`config.mk`:
```
export PLATFORM = sky130hd
export DESIGN_NAME = ps2_key_controls
export DESIGN_NICKNAME = d
export VERILOG_FILES = /design/src/rtl/ps2_key_controls.sv
export SDC_FILE = /design/constraint.sdc
export NUM_CORES = 1
export LEC_CHECK = 0
export CAP_MARGIN = 0
export CORE_ASPECT_RATIO = 1.25
export CORE_MARGIN = 1
export CORE_UTILIZATION = 30
export DETAILED_ROUTE_END_ITERATION = 10
export SETUP_SLACK_MARGIN = 0.1
export SLEW_MARGIN = 20
export SYNTH_ARGS = -nofsm -noshare
export SYNTH_HDL_FRONTEND = slang
export SYNTH_SLANG_ARGS = --single-unit
```
`constraint.sdc`:
```
create_clock -name iVGA_CLK -period 4.3 [get_ports iVGA_CLK]
set_input_delay 0.86 -clock iVGA_CLK [delete_from_list [all_inputs] [get_ports iVGA_CLK]]
set_output_delay 0.86 -clock iVGA_CLK [all_outputs]
set_load 0.05 [all_outputs]
```
`src/rtl/ps2_key_controls.sv`:
```
// PS/2 keyboard front end: synchronises and filters the raw pins, deserialises frames,
// decodes scan-code set 2 make/break sequences and drives the game movement/fire/pause controls.
module ps2_key_controls #(
    parameter int FILTER_LEN  = 8,
    parameter int TIMEOUT_CYC = 50000,
    parameter int FIRE_PERIOD = 2500000
) (
    input  logic       iVGA_CLK,
    input  logic       iRST_n,
    input  logic       ps2_clk,
    input  logic       ps2_data,
    output logic       move_left,
    output logic       move_right,
    output logic       fire,
    output logic       pause,
    output logic [7:0] scancode,
    output logic       scancode_valid,
    output logic       frame_err
);

    localparam int FW = $clog2(FILTER_LEN + 1);
    localparam int TW = $clog2(TIMEOUT_CYC + 1);
    localparam int PW = $clog2(FIRE_PERIOD + 1);
    localparam logic [FW-1:0] FILT_LAST = FW'(FILTER_LEN - 1);
    localparam logic [TW-1:0] TMO_LAST  = TW'(TIMEOUT_CYC - 1);
    localparam logic [PW-1:0] FIRE_LAST = PW'(FIRE_PERIOD - 1);

    typedef enum logic {F_IDLE, F_RX} fstate_t;
    typedef enum logic [1:0] {D_IDLE, D_E0, D_F0, D_E0F0} dstate_t;

    logic          clk_meta_reg, clk_sync_reg, data_meta_reg, data_sync_reg;
    logic          clk_filt_reg;
    logic [FW-1:0] filt_cnt_reg;
    logic          fall_reg, fall_bit_reg;

    fstate_t       fstate_reg;
    logic [3:0]    bit_cnt_reg;
    logic [9:0]    shift_reg;
    logic [TW-1:0] tmo_cnt_reg;
    logic [7:0]    scancode_reg;
    logic          scancode_valid_reg, frame_err_reg;
    logic [10:0]   frame_word;
    logic          frame_ok;

    dstate_t       dstate_reg, dstate_next;
    logic          arrow_left_reg, arrow_right_reg, key_a_reg, key_d_reg, key_space_reg, key_p_reg;
    logic          arrow_left_next, arrow_right_next, key_a_next, key_d_next, key_space_next, key_p_next;
    logic          pause_reg, pause_next;
    logic          left_next, right_next;
    logic          ext, brk;
    logic [PW-1:0] fire_cnt_reg;
    logic          fire_reg, move_left_reg, move_right_reg;

    // A new ps2_clk level is accepted only after FILTER_LEN consecutive differing samples.
    always_ff @(posedge iVGA_CLK or negedge iRST_n) begin
        if (!iRST_n) begin
            clk_meta_reg  <= 1'b1;
            clk_sync_reg  <= 1'b1;
            data_meta_reg <= 1'b1;
            data_sync_reg <= 1'b1;
            clk_filt_reg  <= 1'b1;
            filt_cnt_reg  <= '0;
            fall_reg      <= 1'b0;
            fall_bit_reg  <= 1'b0;
        end else begin
            clk_meta_reg  <= ps2_clk;
            clk_sync_reg  <= clk_meta_reg;
            data_meta_reg <= ps2_data;
            data_sync_reg <= data_meta_reg;
            fall_reg      <= 1'b0;
            if (clk_sync_reg == clk_filt_reg) begin
                filt_cnt_reg <= '0;
            end else if (filt_cnt_reg == FILT_LAST) begin
                filt_cnt_reg <= '0;
                clk_filt_reg <= clk_sync_reg;
                fall_reg     <= clk_filt_reg;
                fall_bit_reg <= data_sync_reg;
            end else begin
                filt_cnt_reg <= filt_cnt_reg + 1'b1;
            end
        end
    end

    assign frame_word = {fall_bit_reg, shift_reg};
    assign frame_ok   = ~frame_word[0] & frame_word[10] & (^frame_word[9:1]);

    always_ff @(posedge iVGA_CLK or negedge iRST_n) begin
        if (!iRST_n) begin
            fstate_reg         <= F_IDLE;
            bit_cnt_reg        <= '0;
            shift_reg          <= '0;
            tmo_cnt_reg        <= '0;
            scancode_reg       <= 8'h00;
            scancode_valid_reg <= 1'b0;
            frame_err_reg      <= 1'b0;
        end else begin
            scancode_valid_reg <= 1'b0;
            frame_err_reg      <= 1'b0;
            case (fstate_reg)
                F_IDLE: begin
                    tmo_cnt_reg <= '0;
                    if (fall_reg) begin
                        shift_reg   <= {fall_bit_reg, shift_reg[9:1]};
                        bit_cnt_reg <= 4'd1;
                        fstate_reg  <= F_RX;
                    end
                end
                F_RX: begin
                    if (fall_reg) begin
                        tmo_cnt_reg <= '0;
                        shift_reg   <= {fall_bit_reg, shift_reg[9:1]};
                        if (bit_cnt_reg == 4'd10) begin
                            bit_cnt_reg <= '0;
                            fstate_reg  <= F_IDLE;
                            if (frame_ok) begin
                                scancode_reg       <= frame_word[8:1];
                                scancode_valid_reg <= 1'b1;
                            end else begin
                                frame_err_reg <= 1'b1;
                            end
                        end else begin
                            bit_cnt_reg <= bit_cnt_reg + 1'b1;
                        end
                    end else if (tmo_cnt_reg == TMO_LAST) begin
                        tmo_cnt_reg <= '0;
                        bit_cnt_reg <= '0;
                        fstate_reg  <= F_IDLE;
                    end else begin
                        tmo_cnt_reg <= tmo_cnt_reg + 1'b1;
                    end
                end
                default: fstate_reg <= F_IDLE;
            endcase
        end
    end

    assign ext = (dstate_reg == D_E0) || (dstate_reg == D_E0F0);
    assign brk = (dstate_reg == D_F0) || (dstate_reg == D_E0F0);

    always_comb begin
        dstate_next      = dstate_reg;
        arrow_left_next  = arrow_left_reg;
        arrow_right_next = arrow_right_reg;
        key_a_next       = key_a_reg;
        key_d_next       = key_d_reg;
        key_space_next   = key_space_reg;
        key_p_next       = key_p_reg;
        pause_next       = pause_reg;
        if (scancode_valid_reg) begin
            dstate_next = D_IDLE;
            if (scancode_reg == 8'hE0) begin
                dstate_next = D_E0;
            end else if (scancode_reg == 8'hF0) begin
                dstate_next = ext ? D_E0F0 : D_F0;
            end else begin
                case (scancode_reg)
                    8'h6B: if (ext) arrow_left_next = ~brk;
                    8'h74: if (ext) arrow_right_next = ~brk;
                    8'h1C: key_a_next = ~brk;
                    8'h23: key_d_next = ~brk;
                    8'h29: key_space_next = ~brk;
                    8'h4D: begin
                        if (!ext) begin
                            key_p_next = ~brk;
                            // Only a fresh press toggles; typematic repeats find the bit already set.
                            if (!brk && !key_p_reg) pause_next = ~pause_reg;
                        end
                    end
                    default: ;
                endcase
            end
        end
    end

    assign left_next  = arrow_left_next | key_a_next;
    assign right_next = arrow_right_next | key_d_next;

    always_ff @(posedge iVGA_CLK or negedge iRST_n) begin
        if (!iRST_n) begin
            dstate_reg      <= D_IDLE;
            arrow_left_reg  <= 1'b0;
            arrow_right_reg <= 1'b0;
            key_a_reg       <= 1'b0;
            key_d_reg       <= 1'b0;
            key_space_reg   <= 1'b0;
            key_p_reg       <= 1'b0;
            pause_reg       <= 1'b0;
            fire_cnt_reg    <= '0;
            fire_reg        <= 1'b0;
            move_left_reg   <= 1'b0;
            move_right_reg  <= 1'b0;
        end else begin
            dstate_reg      <= dstate_next;
            arrow_left_reg  <= arrow_left_next;
            arrow_right_reg <= arrow_right_next;
            key_a_reg       <= key_a_next;
            key_d_reg       <= key_d_next;
            key_space_reg   <= key_space_next;
            key_p_reg       <= key_p_next;
            pause_reg       <= pause_next;
            move_left_reg   <= left_next & ~right_next & ~pause_next;
            move_right_reg  <= right_next & ~left_next & ~pause_next;
            fire_reg        <= 1'b0;
            // Fresh press shoots immediately and restarts the auto-fire interval.
            if (!key_space_next || pause_next) begin
                fire_cnt_reg <= '0;
            end else if (!key_space_reg) begin
                fire_reg     <= 1'b1;
                fire_cnt_reg <= '0;
            end else if (fire_cnt_reg == FIRE_LAST) begin
                fire_reg     <= 1'b1;
                fire_cnt_reg <= '0;
            end else begin
                fire_cnt_reg <= fire_cnt_reg + 1'b1;
            end
        end
    end

    assign move_left      = move_left_reg;
    assign move_right     = move_right_reg;
    assign fire           = fire_reg;
    assign pause          = pause_reg;
    assign scancode       = scancode_reg;
    assign scancode_valid = scancode_valid_reg;
    assign frame_err      = frame_err_reg;

endmodule

```
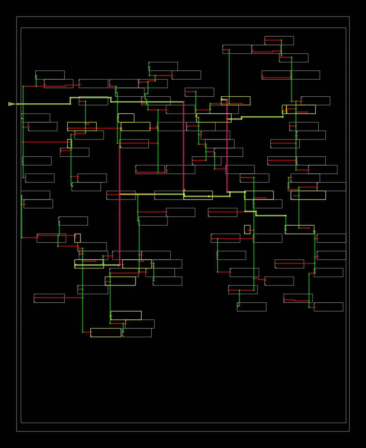
(images/final_clocks.png)
sequential cell count: 86
clk_buf instances: 12
Fin Clk Skew: 4.20 ps
Worst-Skew Late Latency: 330 ps
clock sinks: 86

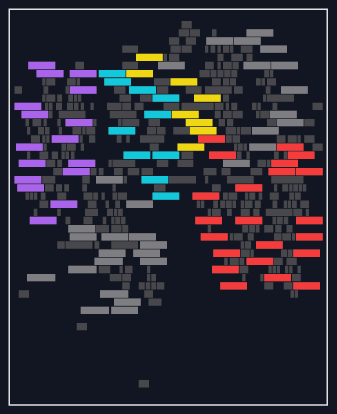
(images/registers.png)
(3 px per um)
Red marks `fire_cnt_reg`, placed flops 22, where east. Cyan marks `shift_reg`, placed flops 10. Yellow marks `scancode`, placed flops 8, where north. Purple marks `tmo_cnt_reg`, placed flops 16.
Another 30 sequential cells are not coloured.
sequential logic power: 0.852 mW
Seq area share: 0.462
Flop area: 0.00216 sq mm
fin util: 0.362

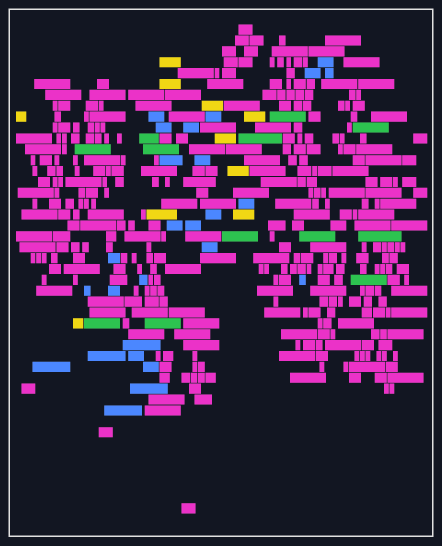
(images/drive_strength.png)
(4 px per um)
Blue marks drive 2, cells 26, share 6.6%. Yellow marks drive 3 to 4, cells 10, share 2.5%. Magenta marks drive 1 or less, cells 347, share 88%. Green marks drive 6 and up, cells 12, share 3.0%.
Syn-to-layout area delta: 16.3%
final instance area: 0.00467 sq mm
bufs w/o clock: 18
post-route setup slack: 1770 ps

==> Changelog: implementation <==
### Changed

* # Cells Yosys at 372
* Critical path depth at 1
* Top Layout Cells: 81 x dfrtp_1, 59 x nor2_1, 31 x xnor2_1
* Clock Path Buffers at 2
* Multi-input logic area at 0.00176 sq mm
* Worst hold stages at 0
* CP delay by family, top: buffers and inverters
* Unrepaired setup endpoints after global routing: no
* Measured slew at the worst slew-check pin at 845 ps
* Synth top cells by count: 81 x dfrtp_1, 59 x nor2_1, 31 x xnor2_1, 21 x nand2_1, 18 x nand4_1
* Final WL at 7.27 mm
* # nets final at 399
* Tot Pwr at 1.73 mW
* Sequential Power Share at 0.492
* Mapped Nets at 381
* CP max stage cell: clkdlybuf4s50_1
* Crit-path max FO at 8
* Tool warnings at 27
* Status: complete, no violations
* Final Cycle Share at 0.588
* Dpl cell area at 0.00436 sq mm
* Maxcap violations at 0
* Mapped cell area at 0.00402 sq mm
* Core area at 0.0129 sq mm
* Setup TNS at 0 ps
* Hold path endpoint: clk_sync_reg
* Vias in the first global route at 2756
* Worst rel slew slack at 0.435
* Power share of the combinational group at 0.034
* Crit path buffers/inverters at 1
* Clk pwr share at 0.474
* Vias/cell at 4.76
* Hold_buf cts at 0
* Most instantiated logic cell after routing: dfrtp_1
* GRT overflow at 0
* First DRT Iteration DRCs at 148
* Sw Share at 0.202
* VDD IR-drop max at 0.287 mV
* Total number of vias at 2681
* Total GRT Usage at 0.116
* Post-synthesis simple-gate area fraction at 0.210
* EDFF count, synth at 0
* Synth Area per Inst at 10.8 sq um
* Yosys adder share at 0.0156
* Largest net degree at the start of global routing at 64
* Pwr top: sequential cells
* Largest cells by area after synthesis: dfrtp_1 50%, xnor2_1 6.8%, nor2_1 5.5%, mux2_2 3.9%, dfstp_2 3.3%
* Final setup viols at 0
* P_clk at 0.820 mW
* Final Hold Viols at 0
* Worst setup EP type: output port
* Cts bufs inserted at 9
* Arr. time, crit path at 1670 ps
* FP Util at 0.312
* Final ANT Viol Nets at 0
* Max frequency at 396 MHz
* Psw at 0.350 mW
* Dominant comb cell: simple AND/OR/NAND/NOR gates
* DP HPWL at 4.99 mm
* Worst r2r src: fire_cnt_reg[0]
* Clock root buffer: clkbuf_16
* YS warnings at 0
* Final Max Tran Viols at 0
* CTS resizes at 0
* XORs/XNORs by Area at 0.103
* Flop-to-flop setup slack at 2060 ps
[metrics by stage]
step	cells	util	setup slack (ps)	hold WS, ps
after floorplan	372	-	2280	345
after global placement	547	0.338	2110	347
after detailed placement	547	0.338	2020	349
after CTS	563	0.362	1750	358
after global routing	563	0.362	1710	361
final	563	0.362	1770	356
[cell type report]
| type | instances | share of cell area |
|---|---|---|
| Clock buffer | 12 | 0.0528 |
| Clock inverter | 4 | 0.0150 |
| Timing Repair Buffer | 18 | 0.0375 |
| Multi-Input combinational cell | 261 | 0.377 |
| Inverter | 14 | 0.0112 |
| Sequential cell | 86 | 0.462 |
| Tap cell | 168 | 0.0450 |
[per-layer routing]
layer | GRT usage | part of all wire
met1 | 0.132 | 0.44
met2 | 0.203 | 0.51
met3 | 0.0352 | 0.028
met4 | 0.0455 | 0.017
met5 | 0 | 0
Power figures rest on the tool's default switching activity, not on a simulated workload.
